<file path="src/rtl/hdb3_b_insert.sv">
// hdb3_b_insert
//
// Back end of the HDB3 encoder. Takes the V-marked symbol stream from the
// V-insertion stage and delays it through a four-entry buffer. When a V
// arrives and an even number of marks has been seen since the previous V,
// the zero three symbols ahead of it becomes a B pulse. The block then
// applies alternate-mark polarity and drives the two line rails.
//
// Symbol encoding: 00 = zero, 01 = one (mark), 11 = V, 10 = B.
//
// Ports
//   clk        system clock, rising edge
//   rst_n      asynchronous active-low reset
//   en         clock enable; when low every register holds its value
//   data_in_v  symbol from the V-insertion stage (00, 01, 11 legal)
//   data_out_b symbol after B substitution, 5 enabled edges after input
//   code_p     positive-rail pulse, one register after data_out_b
//   code_n     negative-rail pulse, one register after data_out_b
//   out_valid  high once the pipeline holds post-reset symbols
//   code_err   sticky flag, set when an illegal 10 is accepted

module hdb3_b_insert (
    input  logic       clk,
    input  logic       rst_n,
    input  logic       en,
    input  logic [1:0] data_in_v,
    output logic [1:0] data_out_b,
    output logic       code_p,
    output logic       code_n,
    output logic       out_valid,
    output logic       code_err
);

    localparam logic [1:0] SYM_ZERO = 2'b00;
    localparam logic [1:0] SYM_ONE  = 2'b01;
    localparam logic [1:0] SYM_B    = 2'b10;
    localparam logic [1:0] SYM_V    = 2'b11;

    localparam logic [2:0] FILL_DONE = 3'd5;

    logic [1:0] sr [0:3];
    logic       parity;
    logic       last_pol;
    logic [2:0] fill_cnt;

    logic [1:0] accepted_sym;
    logic       insert_b;
    logic       next_p;
    logic       next_n;
    logic       next_pol;

    // An illegal B code on the input is neutralised to a zero. A V seen with
    // even parity forces a B onto the symbol moving from sr[2] into sr[3],
    // which is the zero accepted three enabled cycles before the V.
    always_comb begin
        accepted_sym = (data_in_v == SYM_B) ? SYM_ZERO : data_in_v;
        insert_b     = (data_in_v == SYM_V) && !parity;
    end

    // Four-entry delay buffer plus the output symbol register.
    always_ff @(posedge clk or negedge rst_n) begin
        if (!rst_n) begin
            sr[0]      <= SYM_ZERO;
            sr[1]      <= SYM_ZERO;
            sr[2]      <= SYM_ZERO;
            sr[3]      <= SYM_ZERO;
            data_out_b <= SYM_ZERO;
        end else if (en) begin
            sr[0]      <= accepted_sym;
            sr[1]      <= sr[0];
            sr[2]      <= sr[1];
            sr[3]      <= insert_b ? SYM_B : sr[2];
            data_out_b <= sr[3];
        end
    end

    // Mark parity since the last V. The B decision above reads the old value,
    // so clearing here on a V takes effect for the next V only.
    always_ff @(posedge clk or negedge rst_n) begin
        if (!rst_n) begin
            parity <= 1'b0;
        end else if (en) begin
            if (data_in_v == SYM_V) begin
                parity <= 1'b0;
            end else if (data_in_v == SYM_ONE) begin
                parity <= ~parity;
            end
        end
    end

    // Sticky illegal-code flag; only reset clears it.
    always_ff @(posedge clk or negedge rst_n) begin
        if (!rst_n) begin
            code_err <= 1'b0;
        end else if (en && (data_in_v == SYM_B)) begin
            code_err <= 1'b1;
        end
    end

    // Pipeline fill counter, saturating once the buffer and output register
    // hold only post-reset symbols.
    always_ff @(posedge clk or negedge rst_n) begin
        if (!rst_n) begin
            fill_cnt <= 3'd0;
        end else if (en && (fill_cnt != FILL_DONE)) begin
            fill_cnt <= fill_cnt + 3'd1;
        end
    end

    assign out_valid = (fill_cnt == FILL_DONE);

    // Alternate-mark polarity: marks and B pulses go opposite to the last
    // pulse and flip the polarity; V repeats the last polarity, which is the
    // deliberate bipolar violation.
    always_comb begin
        next_p   = 1'b0;
        next_n   = 1'b0;
        next_pol = last_pol;
        case (data_out_b)
            SYM_ONE, SYM_B: begin
                next_p   = !last_pol;
                next_n   = last_pol;
                next_pol = !last_pol;
            end
            SYM_V: begin
                next_p = last_pol;
                next_n = !last_pol;
            end
            default: begin
                next_p = 1'b0;
                next_n = 1'b0;
            end
        endcase
    end

    always_ff @(posedge clk or negedge rst_n) begin
        if (!rst_n) begin
            code_p   <= 1'b0;
            code_n   <= 1'b0;
            last_pol <= 1'b0;
        end else if (en) begin
            code_p   <= next_p;
            code_n   <= next_n;
            last_pol <= next_pol;
        end
    end

endmodule

</file>
<file path="config.mk">
export PLATFORM = sky130hd
export DESIGN_NAME = hdb3_b_insert
export DESIGN_NICKNAME = d
export VERILOG_FILES = /design/src/rtl/hdb3_b_insert.sv
export SDC_FILE = /design/constraint.sdc
export NUM_CORES = 1
export LEC_CHECK = 0
export CORE_MARGIN = 2
export CORE_UTILIZATION = 50
export CTS_BUF_LIST = sky130_fd_sc_hd__clkbuf_16
export DETAILED_ROUTE_END_ITERATION = 8
export PLACE_DENSITY = 0.84
export SKIP_LAST_GASP = 1
export SLEW_MARGIN = 10
export SYNTH_ARGS = -nofsm -noshare
export SYNTH_HDL_FRONTEND = slang
export SYNTH_SLANG_ARGS = --single-unit
</file>
<file path="constraint.sdc">
create_clock -name clk -period 1.4 [get_ports clk]
set_clock_uncertainty 0.05 [all_clocks]
set_input_delay 0.35 -clock clk [delete_from_list [all_inputs] [get_ports clk]]
set_output_delay 0.35 -clock clk [all_outputs]
set_load 0.01 [all_outputs]
</file>
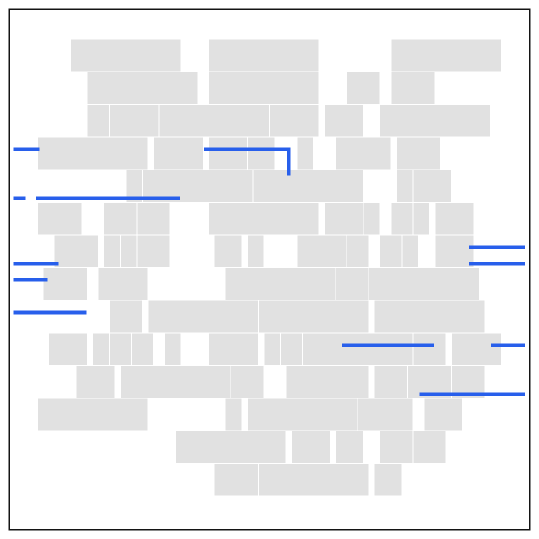
(images/layer_met3.png)
(12 px per um) Cells faint in the background.
11 nets have wire on it. The layer holds 4.6% of the routed length. The wires run mostly horizontal. The layer carries 62.1 um of wire.
number of vias after detailed routing: 519
detailed-route wire length: 1340 um
M3 GR Usage: 0.0553

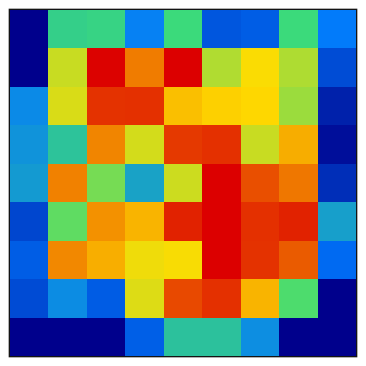
(images/cell_density.png)
(8 px per um) 9 x 9 tiles, from dark blue (low) to red (high), 0 to 100% covered.
The densest ninth of the die: centre. The mean over all tiles is 55%. 37% of the tiles are over 75% full. 9.9% of the tiles are nearly empty. The emptiest ninth of the die: lower left.
final standard cell utilization of the core: 0.713
effective utilization at floorplan: 0.523
CORE AREA: 1470 um2

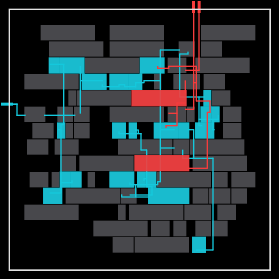
(images/io_fan.png)
(6 px per um)
Red stands for `data_out_b`, direction output, edge top, end cells 2, buffers 2, wire 71.1 um. Cyan stands for `en`, direction input, edge left, end cells 24, buffers 6, wire 179 um.
IO buf count: 10
I/O pin cnt: 11

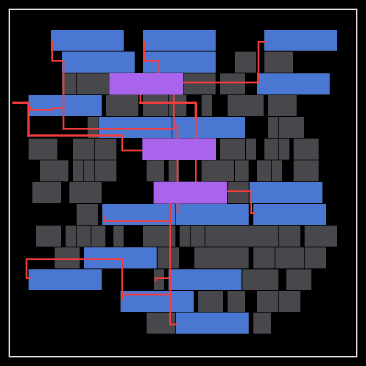
(images/clk_routes.png)
(8 px per um)
Purple stands for clock drivers, count 3. Blue stands for flip-flops, count 18. Red stands for clock wires, length 188 um.
There are 4 routed clock nets. Position of the flops: widely spread.
Clock net power: 555 uW
Skew-Pair Late Insertion Delay: 0.24 ns
Clock power frac: 0.289

==> results_slide.txt <==
Implementation Results

Worst setup path
  – Arrival time of the worst setup path: 1.07 ns
  – Ordered cell list for the critical path: inv_2, ha_4, and2_4, buf_6
  – Kind of critical path: reg -> out
  – CP Launch Type: flop
  – Cell count of the worst reg-to-reg path: 5
  – CP max-delay cell: dfrtp_1
  – Top fanout value on the critical path: 2
  – CP max stage delay: 0.39 ns

Synth
  – Cell types occupying the most area after synthesis: dfrtp_1, mux2_2, ha_1
  – Synthesized-area fraction occupied by adder cells: 0.0488
  – Sequential-to-total area share from yosys stat: 0.585
  – Complex-gate fraction of the synthesized area: 0.0927
  – Count of cell types in the netlist: 21
  – Area of the mapped netlist: 769 um2
  – Synth Instances: 62

Finish
  – Diodes inserted: 0
  – Area of all placed cells without fillers: 1050 um2

Placement
  – Estimated wirelength of the detail-placed design: 904 um
  – Placer congestion estimate: 0.669

Min path
  – Worst Hold Class: in -> async

Flow run
  – Tool warnings: 29

Clock network
  – CTS-repair resized insts: 10
  – TritonCTS clock tree: yes

Outcome
  – Violations in the final reports: negative setup slack
  – Run status: finished with violations

Timing
  – Post-route setup slack: -0.0705 ns
  – Worst slew margin: 0.842
  – Final setup violation count: 1

Routing
  – Routed wirelength normalized by instance count: 13.3 um
  – Violation tally from detailed-route iteration zero: 6
  – Number of detailed-routing iterations run before antenna repair: 5

GRT
  – Global-route wire length before repair: 2320 um
  – Met1 track demand over resource: 0.179
  – GR met2 Demand/Resource: 0.322
  – Overall routing resource usage: 0.173

Power
  – Leakage: 0.497 nW
## report_power, final
group          internal [mW]  switching (mW)
clock network          0.379           0.176
registers              0.655          0.0919
logic                  0.350           0.268
total                   1.38           0.536
## cells in the final DEF (no fill, tap or decap), drive strengths merged, types with 3 or more instances in the layout
cell / instances
a21oi: 3
buf: 12
clkbuf: 3
clkdlybuf4s50: 4
dfrtp: 18
dlygate4sd2: 5
ha: 3
inv: 5
mux2: 6
mux2i: 3
nand2: 3
nor2: 4
o21ai: 3
## registers in the layout, summed over array words and instances, names as in the netlist
register    count
last_pol        1
code_n          1
parity          1
code_err        1
code_p          1
sr              8
data_out_b      2
fill_cnt        3
## per-stage QoR
stage               power (mW)  hold slack (ns)  instances  TNS [ns]
finish                    1.92            0.384        101   -0.0705
floorplan                 1.03          0.00441         62         0
detailed placement        1.31            0.411         97     -1.64
global route              2.03            0.407        101    -0.102
global placement          1.27            0.407         97     -1.41
CTS                       1.85            0.386        101   -0.0976
## worst max-delay path by stage
stage,endpoint,cells past startpoint
finish,out_valid,4
global route,out_valid,4
CTS,out_valid,4
detailed placement,out_valid,4
global placement,out_valid,4
floorplan,out_valid,2
## final cells by class
cell class	count	area [um2]
clock buffers	3	75.1
clock inverters	1	3.75
fillers	108	422
inverters	5	18.8
multi-input cells	37	304
flip-flops and latches	18	450
well taps	16	20.0
repair buffers	21	178
## worst max-delay path, delay by kind of cell (launching register included)
kind	cells	cell delay (ns)
buffers and inverters	2	0.18
and+or+nand+nor	1	0.13
DFF	1	0.39
adders and majority gates	1	0.13
## logic make-up (layout without fill, tap and decap cells)
logic type               after synthesis  in the layout
flip-flops                            18             18
AND/OR/NAND/NOR                       12             12
AND-OR/OR-AND                         11             11
multiplexers                           9              9
buffers and inverters                  7             30
adder cells (fa/ha/maj)                3              3
XOR/XNOR                               2              2
Power and IR drop assume default switching activity.
